### Cell classes on the final placement

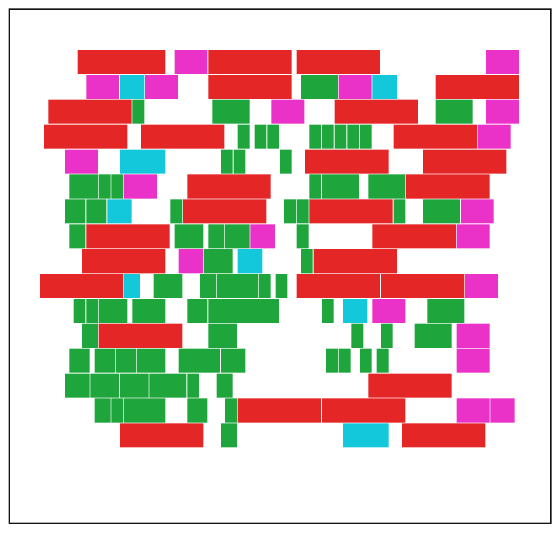
### Register map, names as in the netlist

The bar under the picture is 20 um long. Other sequential cells in the stronger grey, the rest of the logic in the fainter grey.
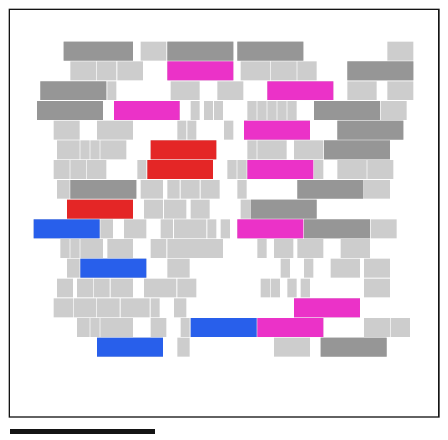
### Wiring heat map

The bar under the picture is 20 um long. 12 x 11 tiles, from dark blue (low) to red (high), scaled to the fullest tile. Values are wire area over tile area, all layers added.
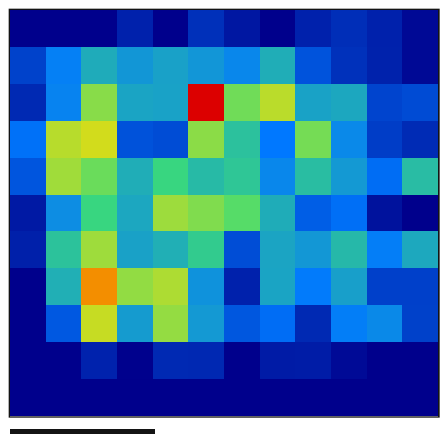
**config.mk**
```make
export PLATFORM = sky130hd
export DESIGN_NAME = ls597_scan_ctrl_flat
export DESIGN_NICKNAME = d
export VERILOG_FILES = /design/src/rtl/ls597_scan_ctrl_if.sv /design/src/rtl/ls597_scan_ctrl.sv /design/src/flat_wrapper.sv
export SDC_FILE = /design/constraint.sdc
export NUM_CORES = 1
export LEC_CHECK = 0
export CAP_MARGIN = 10
export CORE_AREA = 3 3 56 53
export DETAILED_ROUTE_END_ITERATION = 10
export DIE_AREA = 0 0 59 56
export PLACE_DENSITY = 0.72
export SLEW_MARGIN = 20
export SYNTH_ARGS = -nofsm -noshare
export SYNTH_HDL_FRONTEND = slang
export SYNTH_SLANG_ARGS = --single-unit
```
**constraint.sdc**
```tcl
create_clock -name clk -period 2.5 [get_ports clk]
set_clock_uncertainty 0.05 [all_clocks]
set_input_delay 0.5 -clock clk [delete_from_list [all_inputs] [get_ports clk]]
set_output_delay 0.5 -clock clk [all_outputs]
set_load 0.01 [all_outputs]
```
**src/rtl/ls597_scan_ctrl_if.sv**
```systemverilog
// Host and '597 pin bundle for the scan controller.
// The master side is the controller; the slave side is the host together with the '597 chain.
interface ls597_scan_ctrl_if #(
  parameter int NDEV = 1
);
  logic                start;
  logic                busy;
  logic                dvalid;
  logic [8*NDEV-1:0]   dout;
  logic                qh;
  logic                rck;
  logic                cload;
  logic                sck;
  logic                sclr;

  modport master (
    input  start, qh,
    output busy, dvalid, dout, rck, cload, sck, sclr
  );

  modport slave (
    output start, qh,
    input  busy, dvalid, dout, rck, cload, sck, sclr
  );
endinterface

```
**src/rtl/ls597_scan_ctrl.sv**
```systemverilog
// Sequencer for a daisy chain of sn74ls597 shift registers.
// Each scan latches the inputs, loads the chain, shifts out 8*NDEV bits and presents them as one word.
//
// state | meaning
// IDLE  | waiting for start; pins at rest
// RHI   | rck high, latching the parallel inputs
// RLO   | rck low
// LDLO  | cload low, storage copied into the shift register
// LDHI  | cload high
// SLO   | sck low; qh is sampled on the last cycle
// SHI   | sck high, the chain shifts by one bit
// DONE  | one cycle: dout updated, dvalid high
module ls597_scan_ctrl #(
  parameter int NDEV = 1,
  parameter int DIV  = 1
) (
  input  logic                     clk,
  input  logic                     clr,
  ls597_scan_ctrl_if.master        bus
);
  localparam int N  = 8 * NDEV;
  localparam int PW = (DIV > 1) ? $clog2(DIV) : 1;
  localparam int BW = $clog2(N + 1);
  localparam logic [PW-1:0] PH_LAST  = PW'(DIV - 1);
  localparam logic [BW-1:0] BIT_LAST = BW'(N);

  typedef enum logic [2:0] {IDLE, RHI, RLO, LDLO, LDHI, SLO, SHI, DONE} state_t;

  state_t        state_q, state_d;
  logic [PW-1:0] ph_q, ph_d;
  logic [BW-1:0] bit_q, bit_d;
  logic [N-1:0]  shadow_q, shadow_d;
  logic [N-1:0]  dout_q, dout_d;
  logic          busy_q, busy_d;
  logic          dvalid_q, dvalid_d;
  logic          rck_q, rck_d;
  logic          cload_q, cload_d;
  logic          sck_q, sck_d;
  logic          sclr_q, sclr_d;
  logic          ph_last;

  assign ph_last = (ph_q == PH_LAST);

  always_ff @(posedge clk or negedge clr) begin
    if (!clr) begin
      state_q  <= IDLE;
      ph_q     <= '0;
      bit_q    <= '0;
      shadow_q <= '0;
      dout_q   <= '0;
      busy_q   <= 1'b0;
      dvalid_q <= 1'b0;
      rck_q    <= 1'b0;
      cload_q  <= 1'b1;
      sck_q    <= 1'b0;
      sclr_q   <= 1'b0;
    end else begin
      state_q  <= state_d;
      ph_q     <= ph_d;
      bit_q    <= bit_d;
      shadow_q <= shadow_d;
      dout_q   <= dout_d;
      busy_q   <= busy_d;
      dvalid_q <= dvalid_d;
      rck_q    <= rck_d;
      cload_q  <= cload_d;
      sck_q    <= sck_d;
      sclr_q   <= sclr_d;
    end
  end

  always_comb begin
    state_d  = state_q;
    ph_d     = ph_q;
    bit_d    = bit_q;
    shadow_d = shadow_q;
    case (state_q)
      IDLE: begin
        ph_d  = '0;
        bit_d = '0;
        if (bus.start) state_d = RHI;
      end
      DONE: state_d = IDLE;
      default: begin
        if (ph_last) begin
          ph_d = '0;
          case (state_q)
            RHI:  state_d = RLO;
            RLO:  state_d = LDLO;
            LDLO: state_d = LDHI;
            LDHI: state_d = SLO;
            SLO: begin
              state_d  = SHI;
              shadow_d = {shadow_q[N-2:0], bus.qh};
            end
            SHI: begin
              bit_d   = bit_q + 1'b1;
              state_d = (bit_d == BIT_LAST) ? DONE : SLO;
            end
            default: state_d = IDLE;
          endcase
        end else begin
          ph_d = ph_q + 1'b1;
        end
      end
    endcase
  end

  // Pin levels are derived from the next state so the registered pins line up with state_q.
  always_comb begin
    rck_d    = (state_d == RHI);
    cload_d  = (state_d != LDLO);
    sck_d    = (state_d == SHI);
    busy_d   = (state_d != IDLE);
    dvalid_d = (state_d == DONE);
    dout_d   = (state_d == DONE) ? shadow_q : dout_q;
    sclr_d   = 1'b1;
  end

  assign bus.busy   = busy_q;
  assign bus.dvalid = dvalid_q;
  assign bus.dout   = dout_q;
  assign bus.rck    = rck_q;
  assign bus.cload  = cload_q;
  assign bus.sck    = sck_q;
  assign bus.sclr   = sclr_q;
endmodule

```
**src/flat_wrapper.sv**
```systemverilog
// flat-port wrapper written by rule: the top's interface ports become plain ports
module ls597_scan_ctrl_flat 
#(
  parameter int NDEV = 1,
  parameter int DIV  = 1
)
  (clk, clr, bus_start, bus_qh, bus_busy, bus_dvalid, bus_dout, bus_rck, bus_cload, bus_sck, bus_sclr);
  ls597_scan_ctrl_if #(.NDEV(NDEV)) bus_i ();
  input  logic clk;
  input  logic clr;
  input wire logic [$bits(bus_i.start)-1:0] bus_start;
  input wire logic [$bits(bus_i.qh)-1:0] bus_qh;
  output wire logic [$bits(bus_i.busy)-1:0] bus_busy;
  output wire logic [$bits(bus_i.dvalid)-1:0] bus_dvalid;
  output wire logic [$bits(bus_i.dout)-1:0] bus_dout;
  output wire logic [$bits(bus_i.rck)-1:0] bus_rck;
  output wire logic [$bits(bus_i.cload)-1:0] bus_cload;
  output wire logic [$bits(bus_i.sck)-1:0] bus_sck;
  output wire logic [$bits(bus_i.sclr)-1:0] bus_sclr;
  assign bus_i.start = bus_start;
  assign bus_i.qh = bus_qh;
  assign bus_busy = bus_i.busy;
  assign bus_dvalid = bus_i.dvalid;
  assign bus_dout = bus_i.dout;
  assign bus_rck = bus_i.rck;
  assign bus_cload = bus_i.cload;
  assign bus_sck = bus_i.sck;
  assign bus_sclr = bus_i.sclr;
  ls597_scan_ctrl #(.NDEV(NDEV), .DIV(DIV)) u_core (.clk(clk), .clr(clr), .bus(bus_i));
endmodule
```
==> impl_summary.log <==
[report] extracting results
INFO  metric outcome = finished clean
INFO  metric worst_setup_path_start_kind = register
INFO  metric power_frac_clock = 0.207
INFO  metric crit_required = 2.66 ns
INFO  metric htree_num_levels = 2
INFO  metric clock_insertion_delay_worst_skew = 0.32 ns
INFO  metric cts_hold_buf = 0
INFO  metric cts_repair_resize_count = 0
INFO  metric period_used_share = 0.843
INFO  metric grt_use_total = 0.146
INFO  metric seq_area_frac_synth = 0.590
INFO  metric critical-path-slowest-cell = sky130_fd_sc_hd__nor4_4
INFO  metric drc_errors = 0
INFO  metric criticalPathCategory = register to register
INFO  metric area_growth_syn_to_layout = 22.4%
INFO  metric die_width = 59 um
INFO  metric timing.reg2reg.worst_path_depth = 4
INFO  metric cts_max_path_buffers = 2
INFO  metric cts_inserted_buffers = 5
INFO  metric postCtsSetupRepairBufs = 0
INFO  metric grt_pass1_wl = 3630 um
INFO  metric ant_nets = 0
INFO  metric yosys_warnings = 0
INFO  metric worst_ep_arrival_time = 2.26 ns
INFO  metric hold_violations = 0
INFO  metric grt_pass1_vias = 842
INFO  metric timing.fmax = 0.474 GHz
INFO  metric final_weighted_congestion_in_routability_driven_placement = 0.749
INFO  metric place.detailed.instances = 152
INFO  metric dr_wl_met2 = 924 um
INFO  metric detailedPlacementHpwl = 1420 um
INFO  metric end_kind = register
INFO  metric critical_path.max_stage_delay = 0.61 ns
INFO  metric tmin_final = 2.11 ns
INFO  metric asyncSetResetFlopFracSynth = 1.00
INFO  metric synth.yosys.num_cells = 110
INFO  metric wirelength = 2040 um
INFO  metric antenna-diode-count = 0
INFO  metric synthesis.instances = 110
INFO  metric sequentialPowerShare = 0.484
INFO  metric netlist-cell-type-count = 29
INFO  metric tritoncts = done
INFO  metric top_level_ports = 18
INFO  metric holdPathStages = 2
INFO  metric power.combinational.fraction = 0.309
INFO  metric fp_util = 0.508
INFO  metric wire_per_inst = 12.8 um
INFO  metric power-per-cell-area = 1010 nW/um^2
INFO  metric synth_top_cell_by_count = sky130_fd_sc_hd__nand2_1
INFO  metric port-buffer-count = 17
INFO  metric pre_cts_slack = 0.378 ns
-- 'Cell classes on the final placement' (at the start) --
colour	class	cells
green	combinational and other logic	75
magenta	other buffers and delay cells	20
cyan	clock drivers and dummy loads	8
red	flops	29
final non-filler cell area: 1510 um^2
placeable core region: 2420 um^2
number of placement rows: 17

-- 'Register map, names as in the netlist' (at the start) --
colour	netlist name	flops
red	u_core.state_q	3
magenta	u_core.shadow_q	8
blue	u_core.bit_q	4
Seq. pwr: 736 uW
combined flip-flop and latch cell area: 727 um^2
sequential share of cell area: 0.483

-- 'Wiring heat map' (at the start) --
mean over tiles	0.10
emptiest ninth of the die	bottom right
nearly empty tiles	21%
fullest tile	0.40

worst max-delay path: cells and delay by family (launching register included):
kind,cells,cell delay [ns]
and+or+nand+nor,1,0.61
muxes,1,0.40
xor gates and xnor gates,1,0.20
DFF,1,0.46
adders and majority gates,1,0.27
kinds of logic (layout without fill, tap and decap cells):
logic type | count (synthesis) | after routing | share of synthesized area
AOI/OAI and AO/OA | 11 | 11 | 0.0600
xor gates and xnor gates | 3 | 3 | 0.0213
adders and majority gates | 2 | 2 | 0.0203
buffers and inverters | 8 | 30 | 0.0244
DFF | 29 | 29 | 0.590
muxes | 9 | 9 | 0.0823
other | 1 | 1 | 0.00305
and+or+nand+nor | 47 | 47 | 0.198
power by group through the flow:
| stage | Combinational [mW] | Sequential (mW) | Clock (mW) |
|---|---|---|---|
| 3_5_place_dp | 0.477 | 0.745 | 0 |
| 4_1_cts | 0.478 | 0.736 | 0.328 |
| 2_1_floorplan | 0.370 | 0.697 | 0 |
| 3_3_place_gp | 0.467 | 0.737 | 0 |
| 5_1_grt | 0.535 | 0.761 | 0.348 |
| 6_report | 0.470 | 0.736 | 0.314 |
cells in the final DEF (no fill, tap or decap), types with 2 or more instances in the layout:
master                            count
sky130_fd_sc_hd__buf_4                3
sky130_fd_sc_hd__dfrtp_1             28
sky130_fd_sc_hd__nand2_1             29
sky130_fd_sc_hd__nand3b_1             2
sky130_fd_sc_hd__clkbuf_4             5
sky130_fd_sc_hd__nor2_1               3
sky130_fd_sc_hd__a22o_1               2
sky130_fd_sc_hd__nor2b_1              2
sky130_fd_sc_hd__nor3_1               2
sky130_fd_sc_hd__nor4b_1              2
sky130_fd_sc_hd__xor2_1               2
sky130_fd_sc_hd__mux2_2               9
sky130_fd_sc_hd__clkbuf_8             2
sky130_fd_sc_hd__ha_1                 2
sky130_fd_sc_hd__o21ai_0              5
sky130_fd_sc_hd__clkdlybuf4s50_1     17
flip-flops by register name (all words and copies together) (netlist names):
signal,count
u_core.bus.sclr,1
u_core.bit_q,4
u_core.bus.cload,1
u_core.bus.sck,1
u_core.bus.busy,1
u_core.shadow_q,8
u_core.state_q,3
u_core.bus.rck,1
u_core.bus.dout,8
u_core.bus.dvalid,1
path summary, 6_finish.rpt:
path / startpoint / endpoint / slack [ns]
min in group asynchronous: clr / u_core.bus.sck / 0.50
worst min-delay path: u_core.shadow_q[7] / u_core.shadow_q[7] / 0.44
worst max-delay path: u_core.bit_q[0] / u_core.bus.dout[1] / 0.39
worst max register to register: u_core.bit_q[0] / u_core.bus.dout[1] / 0.39
worst min register to register: u_core.shadow_q[7] / u_core.shadow_q[7] / 0.44
max in group asynchronous: clr / u_core.bus.cload / 1.59
area by class of cell:
type | count | area, um^2 | share of cell area
Sequential cell | 29 | 727 | 0.483
Multi-Input combinational cell | 73 | 474 | 0.315
Clock buffer | 7 | 65.1 | 0.0432
Clock inverter | 1 | 5.00 | 0.00332
Inverter | 2 | 7.51 | 0.00498
Timing Repair Buffer | 20 | 193 | 0.128
Tap cell | 28 | 35.0 | 0.0233
per-layer routing:
layer	global-route usage	up-vias
met1	0.178	392
met2	0.224	24
met5	0	-
met3	0.0557	2
li1	-	412
met4	0.0680	0
Power figures rest on the tool's default switching activity, not on a simulated workload.
